Placement view:
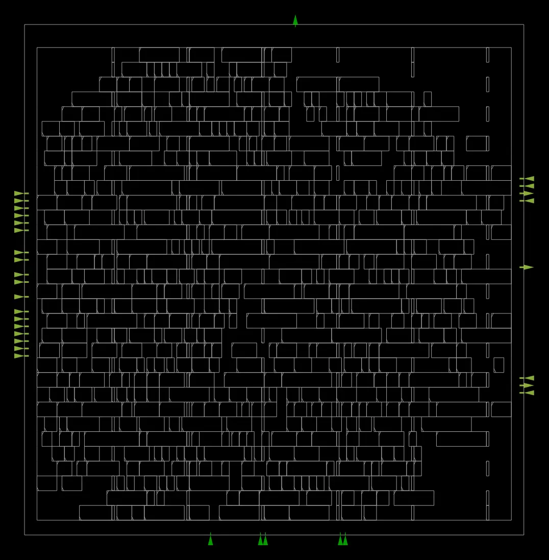
Port wiring:
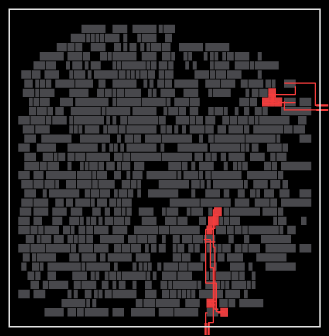
M3 wires:
The bar under the picture is 20 um long.
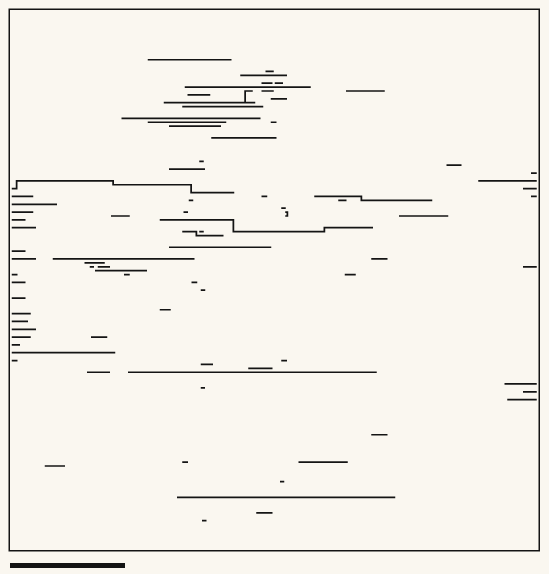
Cell density map:
The die is cut into 9 by 9 equal tiles; black is low, pale yellow is high, 0 to 100% covered.
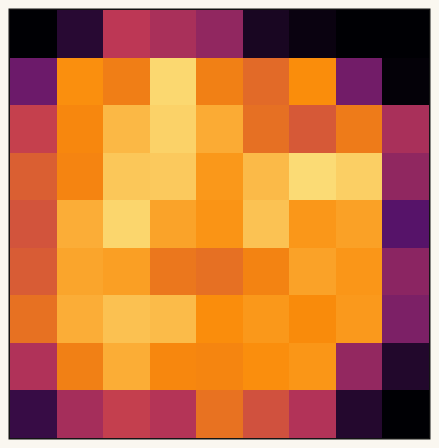
Logic cells by family:
The bar under the picture is 20 um long.
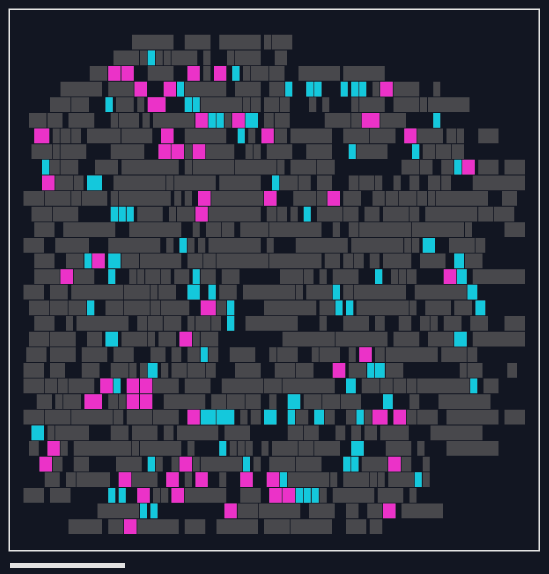
## config.mk

```make
export PLATFORM = sky130hd
export DESIGN_NAME = pwm_envelope_gen
export DESIGN_NICKNAME = d
export VERILOG_FILES = /design/src/rtl/pwm_envelope_gen.sv
export SDC_FILE = /design/constraint.sdc
export NUM_CORES = 1
export LEC_CHECK = 0
export CORE_AREA = 2 2 90 92
export CTS_BUF_LIST = sky130_fd_sc_hd__clkbuf_8
export DETAILED_ROUTE_END_ITERATION = 10
export DIE_AREA = 0 0 92 94
export GPL_TIMING_DRIVEN = 0
export PLACE_DENSITY = 0.83
export SLEW_MARGIN = 10
export SYNTH_ARGS = -nofsm -noshare
export SYNTH_HDL_FRONTEND = slang
export SYNTH_SLANG_ARGS = --single-unit
export TNS_END_PERCENT = 1
```

## constraint.sdc

```tcl
create_clock -name sysclk -period 7.4 [get_ports sysclk]
set_input_delay 1.48 -clock sysclk [delete_from_list [all_inputs] [get_ports sysclk]]
set_output_delay 1.48 -clock sysclk [all_outputs]
set_load 0.02 [all_outputs]
```

## src/rtl/pwm_envelope_gen.sv

```systemverilog
// Multi-channel PWM generator: one shared PWM counter, envelope phase and amplitude ramp.
// Per-channel duty values are latched at period boundaries, so each PWM period is glitch-free.
module pwm_envelope_gen #(
  parameter int PWM_W   = 6,
  parameter int PHASE_W = 6,
  parameter int N_CH    = 2
) (
  input  logic                      sysclk,
  input  logic                      rst_n,
  input  logic [PWM_W:0]            amp_step,
  input  logic                      amp_sat,
  input  logic [2*N_CH-1:0]         ch_mode,
  input  logic [N_CH-1:0]           ch_en,
  input  logic [PHASE_W*N_CH-1:0]   ch_phase_ofs,
  output logic [N_CH-1:0]           pulse,
  output logic                      period_start,
  output logic                      amp_wrap
);

  localparam int AW = PWM_W + 1;
  localparam logic [PWM_W:0]   AMP_MAX = {1'b1, {PWM_W{1'b0}}};
  localparam logic [PHASE_W-1:0] WIN_LO = PHASE_W'(2 ** (PHASE_W - 2));
  localparam logic [PHASE_W-1:0] WIN_HI = PHASE_W'(3 * (2 ** (PHASE_W - 2)));

  logic [PWM_W-1:0]   pwm_cnt;
  logic [PHASE_W-1:0] phase;
  logic [PWM_W:0]     amp;
  logic               tick;
  logic               env_end;
  logic [PWM_W+1:0]   amp_sum;

  assign tick    = &pwm_cnt;
  assign env_end = tick & (&phase);
  // One extra bit so overflow past AMP_MAX is visible before clamping/wrapping
  assign amp_sum = {1'b0, amp} + {1'b0, amp_step};

  always_ff @(posedge sysclk or negedge rst_n) begin
    if (!rst_n) begin
      pwm_cnt      <= '0;
      phase        <= '0;
      amp          <= '0;
      period_start <= 1'b0;
      amp_wrap     <= 1'b0;
    end else begin
      pwm_cnt      <= pwm_cnt + 1'b1;
      period_start <= tick;
      amp_wrap     <= 1'b0;
      if (tick) phase <= phase + 1'b1;
      if (env_end) begin
        if (amp_sum <= {1'b0, AMP_MAX}) begin
          amp <= amp_sum[PWM_W:0];
        end else if (amp_sat) begin
          amp      <= AMP_MAX;
          amp_wrap <= (amp != AMP_MAX);
        end else begin
          amp      <= '0;
          amp_wrap <= 1'b1;
        end
      end
    end
  end

  for (genvar g = 0; g < N_CH; g++) begin : g_ch
    logic [1:0]         mode;
    logic [PHASE_W-1:0] ph;
    logic [PHASE_W-2:0] tri_t;
    logic [PWM_W:0]     target;
    logic [PWM_W:0]     duty_q;
    logic               pulse_r;

    assign mode  = ch_mode[2*g +: 2];
    // Uses the pre-increment phase: this selects the duty for the period about to start
    assign ph    = phase + ch_phase_ofs[g*PHASE_W +: PHASE_W];
    assign tri_t = ph[PHASE_W-1] ? ~ph[PHASE_W-2:0] : ph[PHASE_W-2:0];

    always_comb begin
      target = '0;
      case (mode)
        2'b01:   if (ph >= WIN_LO && ph < WIN_HI) target = amp;
        2'b10:   target = amp;
        2'b11:   target = AW'(({{AW{1'b0}}, tri_t} * {{(PHASE_W-1){1'b0}}, amp}) >> (PHASE_W - 1));
        default: target = '0;
      endcase
    end

    always_ff @(posedge sysclk or negedge rst_n) begin
      if (!rst_n) begin
        duty_q  <= '0;
        pulse_r <= 1'b0;
      end else begin
        if (tick) duty_q <= target;
        pulse_r <= ({1'b0, pwm_cnt} < duty_q) & ch_en[g];
      end
    end

    assign pulse[g] = pulse_r;
  end

endmodule

```

==> flow_summary.yaml <==
# physical design summary
synth:
  synth_top_area_share_pct: 19.8
  yosys_area_um2: 4670
  syn_area_um2: 4670
  ys_seq_share_pct: 19.8
  logic_family: "adder cells"
  ys_sh_simple_pct: 19.6
  ys_top_cells_by_count: "ha_1 (65), inv_1 (65), nand2_1 (57)"
  synthAdderAreaFrac_pct: 30.7
  synth-xor-area-share_pct: 6.72
  avgSynthCellArea_um2: 8.70
  async_flop_share_pct: 100
  fp_nets: 661
  synth_area_leader_cell: "dfrtp_1"
  edf_count: 0
  synth_top_flop_cell: "dfrtp_1"
  ys_types: 58
  yosysWarningCount: 0
  yosysCellCount: 537
  yosys.area_share.aoi_pct: 15.2
  syn_inst: 537
min_path:
  min_from: "g_ch[1].duty_q[3]$_DFFE_PN0P_"
  hold_end: "g_ch[1].duty_q[3]$_DFFE_PN0P_"
  hp-class: "flop to flop"
setup_path:
  start_kind: "primary input"
  reg2reg_depth: 21
  cp_data_arrival_time_ns: 7.37
  crit_path_end_kind: "flop"
  cp_data_required_time_ns: 7.63
  regToRegStartpoint: "phase[1]$_DFFE_PN0P_"
  crit_fanout: 7
clock_tree:
  htreeDepth: 2
  cts_tree: "yes"
  cts_buffers: 5
  clock_latency_ns: 0.30
  cts_root_buf: "clkbuf_8"
  hold_buffers: 0
floorplanning:
  core_um2: 7610
  dieWidth_um: 92
  die-area_um2: 8650
  rows: 32
  die_h_um: 94
drt:
  antenna_left: 0
  vias_per_cell: 5.86
  drc: 0
  firstDrtPassIters: 5
  initialDrtViolationCount: 211
  wl_per_cell_um: 15.7
final_timing:
  setup_viol: 0
  worst_pin_slew_ns: 0.783
  finalCritPeriodShare_pct: 96.5
  post-route-min-period_ns: 7.14
  finClkSkew_ns: 0.00440
  hold_viol: 0
  timing.final.ws_setup_ns: 0.256
  maxSlewHeadroom_pct: 47.8
  drv_slew: 0
  fmax_mhz: 140
grt:
  grt_usage_pct: 26.1
  antenna_found_initial: 0
  grt_max_degree: 38
  gr-total-overflow: 0
  grt_pass1_vias: 4008
place:
  dpl.hpwl_mm: 8.53
  dp_slack_ns: -0.474
  gp_congestion: 0.896
finish:
  fin_nets: 699
  final-comb-area_um2: 3510
  n_antenna_cell: 0
  layout.core_utilization_pct: 69.2
  drive_gt1_share_pct: 4.36
  flop_area_um2: 926
  syn2layout_area_growth_pct: 12.6
outcome:
  status: "finished clean"
pwr:
  power-per-cell-area_nw_per_um2: 201
  leakage_nw: 2.62
  peakVddDrop_uv: 110
  report.power.total_mw: 1.06
run:
  warnings: 26
About 'placement view':
Layout fillers: 604
Layout Cells excl Fill: 676

About 'port wiring':
Key: red = `ch_mode` [direction input, end cells 9, buffers 4, wire 171 um]
# port buffers: 31
num ports: 32

About 'M3 wires':
63 nets have wire on it. The longest straight run is 43.0 um. The layer carries 551 um of wire. The wires run mostly horizontal.
vias: 3964
final wirelength: 10.6 mm
met3 Usage GRT: 3.93%

About 'cell density map':
The emptiest ninth of the die: top right. The mean over all tiles is 59%. The fullest tile reaches 92%.

About 'logic cells by family':
Key: cyan = nand cells [cells 79, most used nand2_1, where spread over the die]; magenta = and/or cells [cells 56, most used and2_1]

==> layer usage <==
layer | global-route usage, % | part of all wire [%]
met1 | 32.6 | 43
met2 | 46.3 | 49
met3 | 3.93 | 5.2
met4 | 8.96 | 3.1
met5 | 0 | 0
==> power breakdown <==
group / internal, mW / total (mW) / switching (mW) / leakage, nW
logic: 0.325 / 0.721 / 0.397 / 2.14
registers: 0.203 / 0.205 / 0.00207 / 0.440
clock network: 0.0619 / 0.133 / 0.0713 / 0.0399
==> placed cells by master, fill, tap and decap left out, types with 11 or more instances in the layout <==
master / synthesis / layout
dfrtp_1: 37 / 37
xnor2_1: 27 / 21
fa_1: 31 / 31
a21oi_1: 30 / 30
a21o_1: 14 / 14
inv_1: 65 / 65
nor2_1: 20 / 20
clkdlybuf4s50_1: 0 / 30
nand2_1: 57 / 57
o21ai_0: 14 / 14
ha_1: 65 / 65
nor2b_1: 11 / 11
and2_1: 43 / 43
==> registers in the layout, indices dropped and copies added, names as in the netlist <==
signal        count
period_start      1
g_ch.duty_q      14
pwm_cnt           6
amp_wrap          1
g_ch.pulse_r      2
amp               7
phase             6
==> how the worst max path moves through the flow <==
| stage | cells past startpoint | start | slack (ns) | endpoint |
|---|---|---|---|---|
| finish | 22 | ch_phase_ofs[7] | 0.26 | g_ch[1].duty_q[5]$_DFFE_PN0P_ |
| floorplan | 22 | ch_phase_ofs[7] | 0.70 | g_ch[1].duty_q[5]$_DFFE_PN0P_ |
| global route | 22 | ch_phase_ofs[7] | -0.002 | g_ch[1].duty_q[5]$_DFFE_PN0P_ |
| detailed placement | 23 | ch_phase_ofs[7] | -0.47 | g_ch[1].duty_q[5]$_DFFE_PN0P_ |
| CTS | 23 | ch_phase_ofs[7] | 0.009 | g_ch[1].duty_q[5]$_DFFE_PN0P_ |
| global placement | 23 | ch_phase_ofs[7] | -0.29 | g_ch[1].duty_q[5]$_DFFE_PN0P_ |
==> area by class of cell <==
class	count	area share [%]
sequential	37	17.6
clock buffer	5	1.31
inverter	66	4.71
tap	102	2.43
clock inverter	1	0.0951
timing repair buffer	32	5.94
multi-input combinational	420	66.7
buffer	13	1.21
==> stage by stage <==
| step | hold WS (ns) | cell area [um2] | TNS, ns | instances |
|---|---|---|---|---|
| 3_5_place_dp | 0.482 | 5110 | -2.39 | 670 |
| 2_1_floorplan | 0.450 | 4670 | 0 | 537 |
| 3_3_place_gp | 0.463 | 5110 | -1.04 | 670 |
| 5_1_grt | 0.521 | 5260 | -0.00223 | 676 |
| 6_report | 0.500 | 5260 | 0 | 676 |
| 4_1_cts | 0.497 | 5200 | 0 | 676 |
==> critical path: stages <==
cell and delay (ns):
clkdlybuf4s50_1 0.47, ha_1 0.34, a211o_1 0.30, and2_1 0.18, o41ai_2 0.32, or2_4 0.27
xnor2_2 0.20, nand2_1 0.12, fa_1 0.48, fa_1 0.55, inv_1 0.06, fa_1 0.49
ha_1 0.31, and3_1 0.15, nand3_1 0.10, or3_1 0.33, nor3_1 0.20, nand3b_1 0.18
a21o_1 0.19, nand4_1 0.14, or4_1 0.41, nand3_1 0.10
==> repair_timing <==
action	CTS	global route
resized	3	7
setup endpoints to repair	4	9
pin swaps	0	1
buffers inserted	0	1
No activity file was given, so power comes from the tool's default toggle rates.
